**Cell placement**

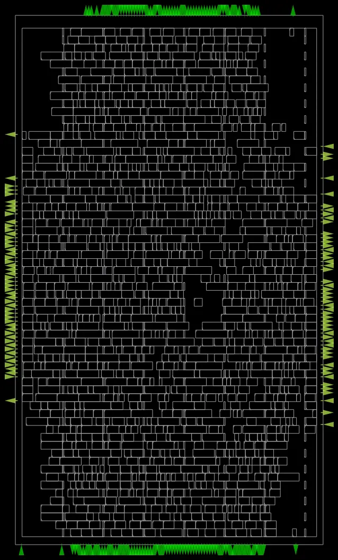
**Placement by cell class**

Bar = 20 um. Fill, decap, tap and diode cells in grey.
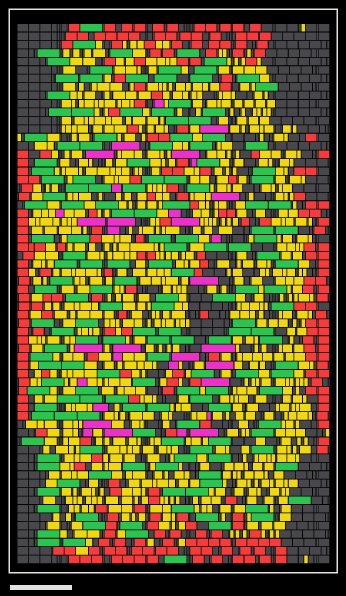
**Metal 4**

Bar = 20 um.
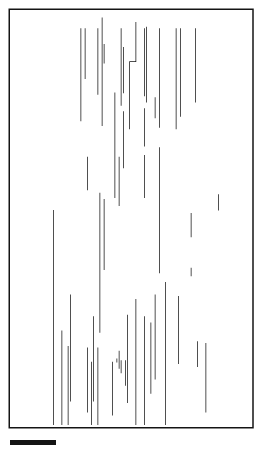
`src/rtl/alu_muldiv_seq.sv`:
```
// alu_muldiv_seq: 32-step MULT/MULTU/DIV/DIVU sequencer that borrows the
// shared execute ALU through the alu_* port set; results land in hi/lo.
// Ports: clk, rst (sync, active high), start/op/op_signed/src_a/src_b in;
//   busy/done/dbz/hi/lo out; alu_req/alu_a/alu_b/alu_mode1-3 out, alu_c in.
// Optional: define MULDIV_SIGNED_EN to honour op_signed (sign-magnitude wrap).
module alu_muldiv_seq #(
  parameter int STEPS = 32
) (
  input  logic        clk,
  input  logic        rst,
  input  logic        start,
  input  logic        op,
  input  logic        op_signed,
  input  logic [31:0] src_a,
  input  logic [31:0] src_b,
  output logic        busy,
  output logic        done,
  output logic        dbz,
  output logic [31:0] hi,
  output logic [31:0] lo,
  output logic        alu_req,
  output logic [31:0] alu_a,
  output logic [31:0] alu_b,
  output logic [1:0]  alu_mode1,
  output logic [1:0]  alu_mode2,
  output logic        alu_mode3,
  input  logic [31:0] alu_c
);

  typedef enum logic [1:0] {
    IDLE = 2'd0,
    RUN  = 2'd1,
    DONE = 2'd2
  } state_e;

  state_e      state_q, state_d;
  logic [4:0]  cnt_q, cnt_d;
  logic        op_q, op_d;
  // x: acc / rem, y: mq / quo, z: mc / dv
  logic [31:0] x_q, x_d;
  logic [31:0] y_q, y_d;
  logic [31:0] z_q, z_d;
  logic [31:0] hi_q, hi_d;
  logic [31:0] lo_q, lo_d;
  logic        dbz_q, dbz_d;
  // neg: negate product/quotient; rneg: negate remainder
  logic        neg_q, neg_d;
  logic        rneg_q, rneg_d;

  logic        sa, sb;
  logic [31:0] ma, mb;

`ifdef MULDIV_SIGNED_EN
  assign sa = op_signed & src_a[31];
  assign sb = op_signed & src_b[31];
`else
  logic sig_unused;
  assign sig_unused = op_signed;
  assign sa = 1'b0;
  assign sb = 1'b0;
`endif

  assign ma = sa ? (~src_a + 32'd1) : src_a;
  assign mb = sb ? (~src_b + 32'd1) : src_b;

  logic [31:0] r;
  logic        top;
  logic        cy, bw;
  logic [31:0] nx, ny;
  logic [63:0] prod;
  logic [31:0] qf, rf;

  assign busy      = (state_q == RUN);
  assign done      = (state_q == DONE);
  assign alu_req   = busy;
  assign alu_mode1 = 2'b00;
  assign alu_mode2 = 2'b00;
  assign alu_mode3 = busy & op_q;
  assign hi        = hi_q;
  assign lo        = lo_q;
  assign dbz       = dbz_q;

  assign r   = {x_q[30:0], y_q[31]};
  assign top = x_q[31];

  assign alu_a = busy ? (op_q ? r : x_q) : 32'd0;
  assign alu_b = busy ? z_q : 32'd0;

  // carry/borrow rebuilt from operand and result sign bits
  assign cy = (alu_a[31] & alu_b[31]) |
              ((alu_a[31] | alu_b[31]) & ~alu_c[31]);
  assign bw = (~alu_a[31] & alu_b[31]) |
              ((~alu_a[31] | alu_b[31]) & alu_c[31]);

  always_comb begin
    nx = x_q;
    ny = y_q;
    if (op_q) begin
      nx = (top | ~bw) ? alu_c : r;
      ny = {y_q[30:0], top | ~bw};
    end else if (y_q[0]) begin
      nx = {cy, alu_c[31:1]};
      ny = {alu_c[0], y_q[31:1]};
    end else begin
      nx = {1'b0, x_q[31:1]};
      ny = {x_q[0], y_q[31:1]};
    end
  end

  always_comb begin
    prod = {nx, ny};
    if (neg_q) prod = ~prod + 64'd1;
    qf = neg_q  ? (~ny + 32'd1) : ny;
    rf = rneg_q ? (~nx + 32'd1) : nx;
  end

  always_comb begin
    state_d = state_q;
    cnt_d   = cnt_q;
    op_d    = op_q;
    x_d     = x_q;
    y_d     = y_q;
    z_d     = z_q;
    hi_d    = hi_q;
    lo_d    = lo_q;
    dbz_d   = dbz_q;
    neg_d   = neg_q;
    rneg_d  = rneg_q;
    unique case (state_q)
      IDLE: begin
        if (start) begin
          op_d   = op;
          cnt_d  = 5'd0;
          neg_d  = sa ^ sb;
          rneg_d = sa;
          if (op && src_b == 32'd0) begin
            state_d = DONE;
            hi_d    = src_a;
            lo_d    = 32'hFFFF_FFFF;
            dbz_d   = 1'b1;
          end else begin
            state_d = RUN;
            x_d     = 32'd0;
            y_d     = op ? ma : mb;
            z_d     = op ? mb : ma;
          end
        end
      end
      RUN: begin
        x_d   = nx;
        y_d   = ny;
        cnt_d = cnt_q + 5'd1;
        if (cnt_q == 5'(STEPS - 1)) begin
          state_d = DONE;
          dbz_d   = 1'b0;
          if (op_q) begin
            hi_d = rf;
            lo_d = qf;
          end else begin
            hi_d = prod[63:32];
            lo_d = prod[31:0];
          end
        end
      end
      DONE: state_d = IDLE;
      default: state_d = IDLE;
    endcase
  end

  always_ff @(posedge clk) begin
    if (rst) begin
      state_q <= IDLE;
      cnt_q   <= 5'd0;
      op_q    <= 1'b0;
      x_q     <= 32'd0;
      y_q     <= 32'd0;
      z_q     <= 32'd0;
      hi_q    <= 32'd0;
      lo_q    <= 32'd0;
      dbz_q   <= 1'b0;
      neg_q   <= 1'b0;
      rneg_q  <= 1'b0;
    end else begin
      state_q <= state_d;
      cnt_q   <= cnt_d;
      op_q    <= op_d;
      x_q     <= x_d;
      y_q     <= y_d;
      z_q     <= z_d;
      hi_q    <= hi_d;
      lo_q    <= lo_d;
      dbz_q   <= dbz_d;
      neg_q   <= neg_d;
      rneg_q  <= rneg_d;
    end
  end

endmodule

```
`config.mk`:
```
export PLATFORM = sky130hd
export DESIGN_NAME = alu_muldiv_seq
export DESIGN_NICKNAME = d
export VERILOG_FILES = /design/src/rtl/alu_muldiv_seq.sv
export SDC_FILE = /design/constraint.sdc
export NUM_CORES = 1
export LEC_CHECK = 0
export CORE_ASPECT_RATIO = 1.75
export CORE_MARGIN = 2
export CORE_UTILIZATION = 54
export CTS_CLUSTER_SIZE = 30
export DETAILED_ROUTE_END_ITERATION = 10
export HOLD_SLACK_MARGIN = 0.08
export PLACE_DENSITY = 0.95
export SKIP_LAST_GASP = 1
export SYNTH_ARGS = -nofsm -noshare
export SYNTH_HDL_FRONTEND = slang
export SYNTH_SLANG_ARGS = --single-unit
export TNS_END_PERCENT = 30
```
`constraint.sdc`:
```
create_clock -name clk -period 4.9 [get_ports clk]
set_clock_uncertainty 0.2 [all_clocks]
set_input_delay 0.735 -clock clk [delete_from_list [all_inputs] [get_ports clk]]
set_output_delay 0.735 -clock clk [all_outputs]
set_load 0.02 [all_outputs]
```
==> notes.org <==
#+TITLE: Synthesis and PnR summary

** Yosys
- Post-synthesis, Yosys gives the total cell area as 9690 um^2.
- In the synthesized netlist the async set-or-reset flop fraction comes to 0%.
- Library cell with the largest summed area after synthesis :: sky130_fd_sc_hd__dfxtp_1
- The synthesis log from Yosys contains 0 warnings.
- In the synthesized netlist the dominant register cell turns out to be sky130_fd_sc_hd__dfxtp_1.
- The most frequently used library cell after synthesis is sky130_fd_sc_hd__dfxtp_1.
- Synthesis instantiated 52 different standard cells from the library.
- In this run the cell area of the synthesized design comes to 9690 um^2.
- Synthesis produced a netlist whose cell count is 1134.
- Post-synth tally of flip-flops with integrated enable :: 0
- For reference, the top cells by area after synthesis are sky130_fd_sc_hd__dfxtp_1 35%, sky130_fd_sc_hd__mux2i_1 10%, sky130_fd_sc_hd__mux2_2 7.4%.
- Dividing the synthesized area by the synthesized cell count gives 8.54 um^2.
- Top cells by instance count after synthesis :: 169 x sky130_fd_sc_hd__dfxtp_1, 109 x sky130_fd_sc_hd__nor2_1, 98 x sky130_fd_sc_hd__mux2i_1, 74 x sky130_fd_sc_hd__clkbuf_1, 74 x sky130_fd_sc_hd__nand2_1
- Seq/Total Area, Yosys :: 34.9%
- FF+latch count, synth :: 169
- Per the Yosys statistics, synthesis produced 1134 cells.
- After synthesis, the largest area contributor takes up 34.9% of total cell area.

** Route
- TritonRoute output was used to compute an average wire per cell of 19.7 um.
- After detailed routing, the number of remaining DRC violations is 0.
- The count of nets left with antenna violations once routing finished came out at 0.
- Dividing the detail-routed via count by the number of cells gives 6.28.
- After the first detailed-routing iteration, the DRC count stood at 744.
- Total wire length :: 30100 um
- Via total after detailed routing :: 9626
- In the log, the iteration count for the first detailed-route pass is 5.

** Timing
- Final setup violation count :: 0
- Slew margin rel. :: 19.3%
- Period minus WS final :: 3.75 ns
- The final layout reports a setup TNS of 0 ns.
- Post-Route Hold Slack :: 0.260 ns
- Setup repair after global routing left no endpoint under its margin.
- Fraction of the cycle the final worst path needs :: 76.4%
- Number of max-slew violations in the final report :: 0
- For the pin with the worst max-slew slack, the measured transition is 1.21 ns.
- The final timing report lists a hold violation count of 0.
- Highest attainable clock frequency :: 0.267 GHz

** Job
- Maximum Capacitance Violations :: 0
- In this run the tools logged warnings totalling 27.

** Die
- The initialized floorplan defines 64 standard-cell rows.
- Init Core Util :: 55.2%
- Die Span X :: 105 um
- During I/O placement, the number of pins put on the boundary was 238.
- Die y size :: 181 um
- In this run the full chip footprint comes out at 19100 um^2.
- The floorplan step defined a core boundary enclosing 17500 um^2.

** Layout
- Proportion of layout cells with a drive suffix above 1 :: 12.2%
- Total non-filler cell area in the finished layout :: 12500 um^2
- Layout overhead on the synthesized area :: 28.9%
- For this run, the post-layout net count is 1390.

** Place
- Placed cell area :: 11900 um^2
- Buffers placed on the I/O ports in this run total 232.
- DP HPWL :: 21100 um
- RePlAce ended its routability-driven mode at a weighted congestion of 0.924.

** Global route
- The via count of the first global-routing pass is 9138.
- The number of antenna violations at the first check in global routing is 1.
- After global routing the overflow that remains totals 0.
- Maximum number of pins on one net before global-route repair :: 70
- The global routing report lists combined usage of all routing layers as 31.0%.
- The first global-routing pass estimated 47900 um of wire.

** Worst setup path
- Buf/Inv on CP :: 3
- Crit-path leading delay family :: buffers and inverters
- Crit path DAT :: 2.81 ns
- The critical path endpoint has a required time of 3.96 ns.
- In this design, the stage delay of the slowest critical-path cell is 0.63 ns.
- Cell Chain, Critical Path :: nand2b_2, inv_2, buf_4, and2_1, clkdlybuf4s50_1
- Endpoint class of the critical path :: output pin
- The critical path in this run is classified as register to output pin.
- STA classifies the critical path startpoint as a register.
- Slowest CP cell :: sky130_fd_sc_hd__clkdlybuf4s50_1
- Per the timing report, the biggest fanout along the worst path comes to 38.

** Clock network
- Buffers inserted by post-CTS timing repair :: 0
- In this run, post-CTS repair resized a total of 0 instances.
- Worst-skew pair later-pin latency :: 0.43 ns
- CTS placed an instance of sky130_fd_sc_hd__clkbuf_16 at the clock tree root.
- Maximum number of buffers from clock root to sink :: 2
- Reg clk slew, reported paths :: 0.07 ns
- The report puts the hold buffer count at CTS at 0.
- The number of clock buffers added by TritonCTS is 17.
- Number of H-tree levels :: 4
- TritonCTS clock tree :: done
- TritonCTS reports the number of clock sinks as 169.

** Status
- Run status :: finished, final reports clean

** Power and ir drop
- In this run the static leakage power is 4.50 nW.
- Power density cells :: 279 nW/um^2
- Maximum ir drop on the vdd rail :: 268 uV
- Overall power consumption :: 3.48 mW

** Worst hold path
- Note that the worst hold path type here is register to register.
About 'cell placement':
register share of the cell area: 27.1%
utilization after layout: 71.2%
Tapcell Cnt: 231

About 'placement by cell class':
Magenta stands for clock drivers and dummy loads, cells 32, share of their area 4.7%. Red stands for other buffers and delay cells, cells 252, share of their area 20%. Green stands for flops, cells 169, share of their area 28%. Yellow stands for all other logic, cells 847, share of their area 47%.

About 'metal 4':
46 nets have wire on it. The layer holds 5.0% of the routed length. The layer carries 1510 um of wire. The longest straight run is 93.2 um.

==> worst register-to-register path: stages (launching register included) <==
cell	delay [ns]
sky130_fd_sc_hd__dfxtp_1	0.50
sky130_fd_sc_hd__nand2b_2	0.14
sky130_fd_sc_hd__buf_4	0.38
sky130_fd_sc_hd__o211ai_2	0.28
sky130_fd_sc_hd__buf_4	0.36
sky130_fd_sc_hd__o21a_1	1.00
sky130_fd_sc_hd__o311ai_0	0.32
sky130_fd_sc_hd__o32ai_1	0.28
==> sequential cells by signal (all words and copies together), names as in the netlist <==
name     flops
hi          32
lo          32
x_q         32
y_q         32
z_q         32
cnt_q        5
state_q      2
dbz          1
op_q         1
==> layer usage <==
layer  track usage [%]  vias up  wire, um
met1              36.5     4537     11400
met2              53.5      502     15300
met4              16.1        0      1510
met5                 0        -         0
li1                  -     4483         -
met3              4.94      104      1960
==> cells in the final DEF, fill, tap and decap left out, types with 5 or more instances in the layout <==
master	instances
sky130_fd_sc_hd__nand3_1	36
sky130_fd_sc_hd__nor2b_1	32
sky130_fd_sc_hd__clkinv_4	5
sky130_fd_sc_hd__mux2_2	64
sky130_fd_sc_hd__o221ai_1	31
sky130_fd_sc_hd__clkdlybuf4s50_1	230
sky130_fd_sc_hd__buf_4	21
sky130_fd_sc_hd__nor4_1	5
sky130_fd_sc_hd__mux2i_1	98
sky130_fd_sc_hd__o2111ai_1	31
sky130_fd_sc_hd__o311ai_1	30
sky130_fd_sc_hd__nand2_1	74
sky130_fd_sc_hd__clkbuf_16	17
sky130_fd_sc_hd__a21oi_1	34
sky130_fd_sc_hd__o21ai_0	34
sky130_fd_sc_hd__a31o_2	28
sky130_fd_sc_hd__a211oi_1	32
sky130_fd_sc_hd__o32ai_1	31
sky130_fd_sc_hd__o211ai_1	32
sky130_fd_sc_hd__dfxtp_1	167
sky130_fd_sc_hd__inv_1	65
sky130_fd_sc_hd__nor2_1	109
sky130_fd_sc_hd__and2_1	33
==> cell families after synthesis <==
logic type	Yosys count	synth area share, %
AND/OR/NAND/NOR	304	14.7
adder cells (fa/ha/maj)	3	0.362
flip-flops	169	34.9
buffers and inverters	189	8.40
other	1	0.0387
AND-OR/OR-AND	306	24.0
multiplexers	162	17.6
==> power by group <==
group	internal (mW)	switching, mW
Combinational	0.279	0.381
Sequential	1.44	0.0544
Clock	0.729	0.603
Total	2.45	1.04
==> stage by stage <==
stage	cells	setup slack, ns
6_report	1532	1.15
3_5_place_dp	1499	1.17
5_1_grt	1532	1.07
3_3_place_gp	1499	1.19
2_1_floorplan	1137	2.26
4_1_cts	1531	1.22
==> worst paths after layout <==
path                            cells past startpoint       start  endpoint  slack, ns
worst min register to register                      2       lo[0]     lo[0]       0.26
worst max-delay path                                5  state_q[0]  alu_b[0]       1.15
worst max register to register                      7  state_q[0]    x_q[0]       1.34
worst min-delay path                                2       lo[0]     lo[0]       0.26
==> area by class of cell <==
cell class / count / area [um^2]
fillers: 1304 / 5050
flip-flops and latches: 169 / 3390
inverters: 68 / 255
repair buffers: 252 / 2460
clock inverters: 13 / 135
well taps: 231 / 289
multi-input cells: 779 / 5510
clock buffers: 19 / 443
diodes: 1 / 2.50
Power and IR drop assume default switching activity.
